logic_types.png
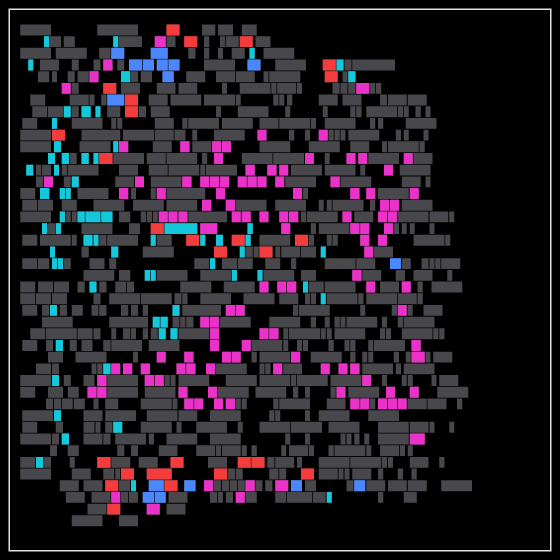
flops_by_reg.png
The bar under the picture is 50 um long. Other sequential cells in the stronger grey, the rest of the logic in the fainter grey.
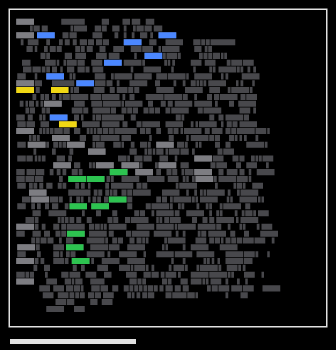
layer_met3.png
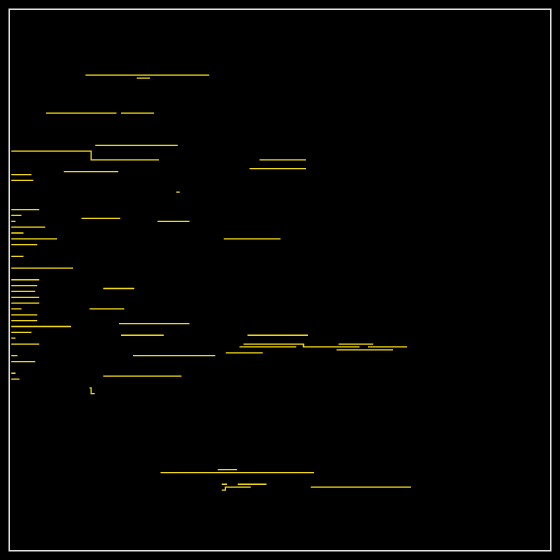
[src/rtl/goldschmidt_ctrl_pkg.sv]
// Shared types and constants for the Goldschmidt divider controller (package gs_pkg).
package gs_pkg;

  localparam int GS_W         = 8;
  localparam int GS_QW        = 9;
  localparam int GS_ITERS_MAX = 7;
  localparam int GS_CW        = $clog2(GS_ITERS_MAX + 1);

  typedef enum logic [2:0] {
    IDLE,
    FACT,
    MUL,
    FIN,
    ERR
  } gs_state_t;

endpackage

[src/rtl/goldschmidt_ctrl_twos_comp8.sv]
// Combinational 8-bit two's complement used to form the correction factor 2-D.
module twos_comp8 (
  input  logic [7:0] value,
  output logic [7:0] result
);

  assign result = ~value + 8'd1;

endmodule

[src/rtl/goldschmidt_ctrl.sv]
// Iterative Goldschmidt divider controller, Q0.8 / Q0.8 -> Q1.8.
// Define GS_ROUND_EN to round each product to nearest instead of truncating.
module goldschmidt_ctrl
  import gs_pkg::*;
#(
  parameter int ITERS = 3
) (
  input  logic             clk,
  input  logic             rst,
  input  logic             start,
  input  logic [GS_W-1:0]  dividend,
  input  logic [GS_W-1:0]  divisor,
  output logic             busy,
  output logic             done,
  output logic [GS_QW-1:0] quotient,
  output logic             err
);

  localparam logic [GS_CW-1:0] LAST = GS_CW'(ITERS - 1);

`ifdef GS_ROUND_EN
  localparam logic [17:0] RND = 18'h00080;
`else
  localparam logic [17:0] RND = 18'h00000;
`endif

  gs_state_t        state;
  logic [GS_QW-1:0] n_q;
  logic [GS_W-1:0]  d_q;
  logic [GS_QW-1:0] f_q;
  logic [GS_CW-1:0] cnt;

  logic [GS_W-1:0]  d_neg;
  logic [17:0]      n_prod, n_scaled;
  logic [16:0]      d_prod, d_scaled;
  logic [GS_QW-1:0] n_next;
  logic [GS_W-1:0]  d_next;

  twos_comp8 u_comp (
    .value  (d_q),
    .result (d_neg)
  );

  // Products are Q2.16 (N) and Q1.16 (D); shifting by 8 returns to the register format.
  assign n_prod   = {9'd0, n_q} * {9'd0, f_q};
  assign d_prod   = {9'd0, d_q} * {8'd0, f_q};
  assign n_scaled = (n_prod + RND) >> 8;
  assign d_scaled = (d_prod + RND[16:0]) >> 8;
  assign n_next   = (n_scaled > 18'h001FF) ? 9'h1FF : n_scaled[8:0];
  assign d_next   = (d_scaled > 17'h000FF) ? 8'hFF  : d_scaled[7:0];

  // NOTE: every register here uses non-blocking assignment, so MUL reads the pre-update N and D.
  always_ff @(posedge clk) begin
    if (rst) begin
      state    <= IDLE;
      busy     <= 1'b0;
      done     <= 1'b0;
      err      <= 1'b0;
      quotient <= '0;
      n_q      <= '0;
      d_q      <= '0;
      f_q      <= '0;
      cnt      <= '0;
    end else begin
      done <= 1'b0;
      case (state)
        IDLE: begin
          if (start) begin
            busy <= 1'b1;
            if (!divisor[GS_W-1]) begin
              state <= ERR;
            end else begin
              n_q   <= {1'b0, dividend};
              d_q   <= divisor;
              cnt   <= '0;
              state <= FACT;
            end
          end
        end
        FACT: begin
          f_q   <= {1'b1, d_neg};
          state <= MUL;
        end
        MUL: begin
          n_q   <= n_next;
          d_q   <= d_next;
          cnt   <= cnt + 1'b1;
          state <= (cnt < LAST) ? FACT : FIN;
        end
        FIN: begin
          quotient <= n_q;
          done     <= 1'b1;
          err      <= 1'b0;
          busy     <= 1'b0;
          state    <= IDLE;
        end
        ERR: begin
          quotient <= '0;
          done     <= 1'b1;
          err      <= 1'b1;
          busy     <= 1'b0;
          state    <= IDLE;
        end
        default: begin
          busy  <= 1'b0;
          state <= IDLE;
        end
      endcase
    end
  end

endmodule

[config.mk]
export PLATFORM = sky130hd
export DESIGN_NAME = goldschmidt_ctrl
export DESIGN_NICKNAME = d
export VERILOG_FILES = /design/src/rtl/goldschmidt_ctrl_pkg.sv /design/src/rtl/goldschmidt_ctrl_twos_comp8.sv /design/src/rtl/goldschmidt_ctrl.sv
export SDC_FILE = /design/constraint.sdc
export NUM_CORES = 1
export LEC_CHECK = 0
export ABC_CLOCK_PERIOD_IN_PS = 6800
export CORE_MARGIN = 2
export CORE_UTILIZATION = 45
export CTS_CLUSTER_SIZE = 12
export DETAILED_ROUTE_END_ITERATION = 12
export GPL_TIMING_DRIVEN = 1
export PLACE_DENSITY = 0.68
export SLEW_MARGIN = 10
export SYNTH_ARGS = -nofsm -noshare
export SYNTH_HDL_FRONTEND = slang
export SYNTH_HIERARCHICAL = 1
export SYNTH_SLANG_ARGS = --single-unit
[constraint.sdc]
create_clock -name clk -period 6.8 [get_ports clk]
set_input_delay 1.7 -clock clk [delete_from_list [all_inputs] [get_ports clk]]
set_output_delay 1.7 -clock clk [all_outputs]
set_load 0.01 [all_outputs]
==> impl_metrics.ini <==
; implementation run metrics
[yosys]
yosysWarnings = 6
synth_sequential_area_ratio_pct = 13.22
enable_flop_cells = 0
ys_seq_elements = 44
yosysUniqueCellTypes = 60
top_area_share_pct = 27.04
ys_async_sr_fraction_pct = 0
dominantRegCellSynth = sky130_fd_sc_hd__dfxtp_1
avgSynthCellArea_um2 = 8.653
yosysTopAreaCell = sky130_fd_sc_hd__fa_1
top_cells_by_count = sky130_fd_sc_hd__inv_1 (116), sky130_fd_sc_hd__and2_1 (108), sky130_fd_sc_hd__fa_1 (90)
synth.area.top_cells = sky130_fd_sc_hd__fa_1 (27%), sky130_fd_sc_hd__dfxtp_1 (13%), sky130_fd_sc_hd__ha_1 (13%), sky130_fd_sc_hd__and2_1 (10%), sky130_fd_sc_hd__inv_1 (6.5%)
syn-cell-area_mm2 = 0.006663

[worst_setup_path]
cp_num_buf_inv = 2
critical_path.max_stage_delay_ns = 0.74
critical_path_arrival_ns = 5.24
setup.worst_path.start = f_q[4]
worstPathRequired_ns = 6.95
reg2reg_slack_ns = 1.71
worst-path-max-fanout = 18
reg2reg_depth = 15
worst_path_max_delay_cell = sky130_fd_sc_hd__dfxtp_1
critical_path.top_delay_family = adder cells
path_depth = 15
critical_path.endpoint = d_q[0]
setup.worst_path.end_class = flop
crit_path_frequent_cell = sky130_fd_sc_hd__fa_1

[clock_tree]
clock_tree.buffer_depth = 2
clock_latency_ns = 0.29
htree_num_levels = 2
cts_tree = yes
cts_sinks = 44
post_cts.repair.setup_buffers = 0
cts_repair_resize_count = 0

[outcome]
status = finished clean

[final_layout]
finalNonFillerCells = 957
antenna_cells = 0
final_cell_area_mm2 = 0.007206
layout_top_cell = sky130_fd_sc_hd__inv_1
layout.area.comb_mm2 = 0.005199
filler_cell_count = 1396
buffers = 33
comb-cell-share_pct = 72.15
non_clock_inverter_count = 116
syn_to_final_growth_pct = 8.150
most-common-layout-cells = sky130_fd_sc_hd__inv_1 (116), sky130_fd_sc_hd__and2_1 (108), sky130_fd_sc_hd__fa_1 (90), sky130_fd_sc_hd__ha_1 (70), sky130_fd_sc_hd__nand2_1 (66)
clkbuf_count = 5

[power_and_ir_drop]
ir_worst_vdd_mv = 0.1440
total_power_uw = 657.8

[die]
die_y_um = 125.7
initCoreUtil_pct = 46.02
fp.coreArea_mm2 = 0.01448
i_o_pin_total = 31
nWellTaps = 184
rows = 44

[global_route]
wire_length_of_the_first_global_routing_pass_mm = 25.72
met2_usage_pct = 34.63
grt_overflow_total = 0
grt_antenna_before_repair = 0
maximum_number_of_pins_on_one_net_before_global_route_repair = 36
grt_busiest_layer = met2
global_route.usage.met1_pct = 27.09
grt_use_met3_pct = 2.039

[placed_design]
dp_wirelength_mm = 11.30
postPlaceCellArea_mm2 = 0.007068
dpl.cell_count = 950
gp_congestion = 0.8517

[detailed_routing]
drt.antenna.violating_nets = 0
num_vias = 5062
drt-vias-per-instance = 5.289
met2_wirelength_mm = 7.078
initialDrtViolationCount = 201
routedWlPerCell_um = 15.04
wl_met3_um = 560

[min_path]
hold_path.class = flop to flop
min-delay-start = cnt[0]

[timing]
fin_crit_ns = 5.090
layout_skew_ns = 0.007191
setup-violations-final = 0
final.period_utilization_pct = 74.86
max_slew_margin_pct = 28.52
worst_slack_ns = 1.710
rsz0062_at_grt = false
max_freq_mhz = 196.4
timing_max_transition_violations_final = 0
setup_total_negative_slack_ns = 0

[job]
log.warning_count = 26
About logic_types.png:
| colour | family | cells |
|---|---|---|
| red | xor and xnor cells | 27 |
| cyan | nor cells | 66 |
| magenta | and/or cells | 121 |
| blue | non-inverting ao/oa cells | 16 |

About flops_by_reg.png:
| colour | signal | sequential cells |
|---|---|---|
| blue | d_q | 8 |
| yellow | state | 3 |
| green | n_q | 9 |

About layer_met3.png:
share of all routed wire: 3.9%
nets with wire on the layer: 56
longest straight run: 35.4 um
wire length on this layer: 561 um

==> flip-flops by register name, summed over array words and instances (netlist names) <==
| name | cells |
|---|---|
| f_q | 9 |
| n_q | 9 |
| quotient | 9 |
| d_q | 8 |
| cnt | 3 |
| state | 3 |
| busy | 1 |
| done | 1 |
| err | 1 |
==> logic make-up after synthesis <==
logic type,Yosys count,synth area share [%]
AND/OR/NAND/NOR,269,21.77
multiplexers,8,1.202
adder cells (fa/ha/maj),160,40.19
buffers and inverters,153,8.751
flip-flops,44,13.22
AND-OR/OR-AND,109,11.21
XOR/XNOR,27,3.662
==> power breakdown <==
group	switching [uW]	total, uW	internal (uW)
Clock	103	236	133
Sequential	39.0	308	269
Combinational	58.7	113	54.4
Total	201	658	457
No activity file was given, so power comes from the tool's default toggle rates.
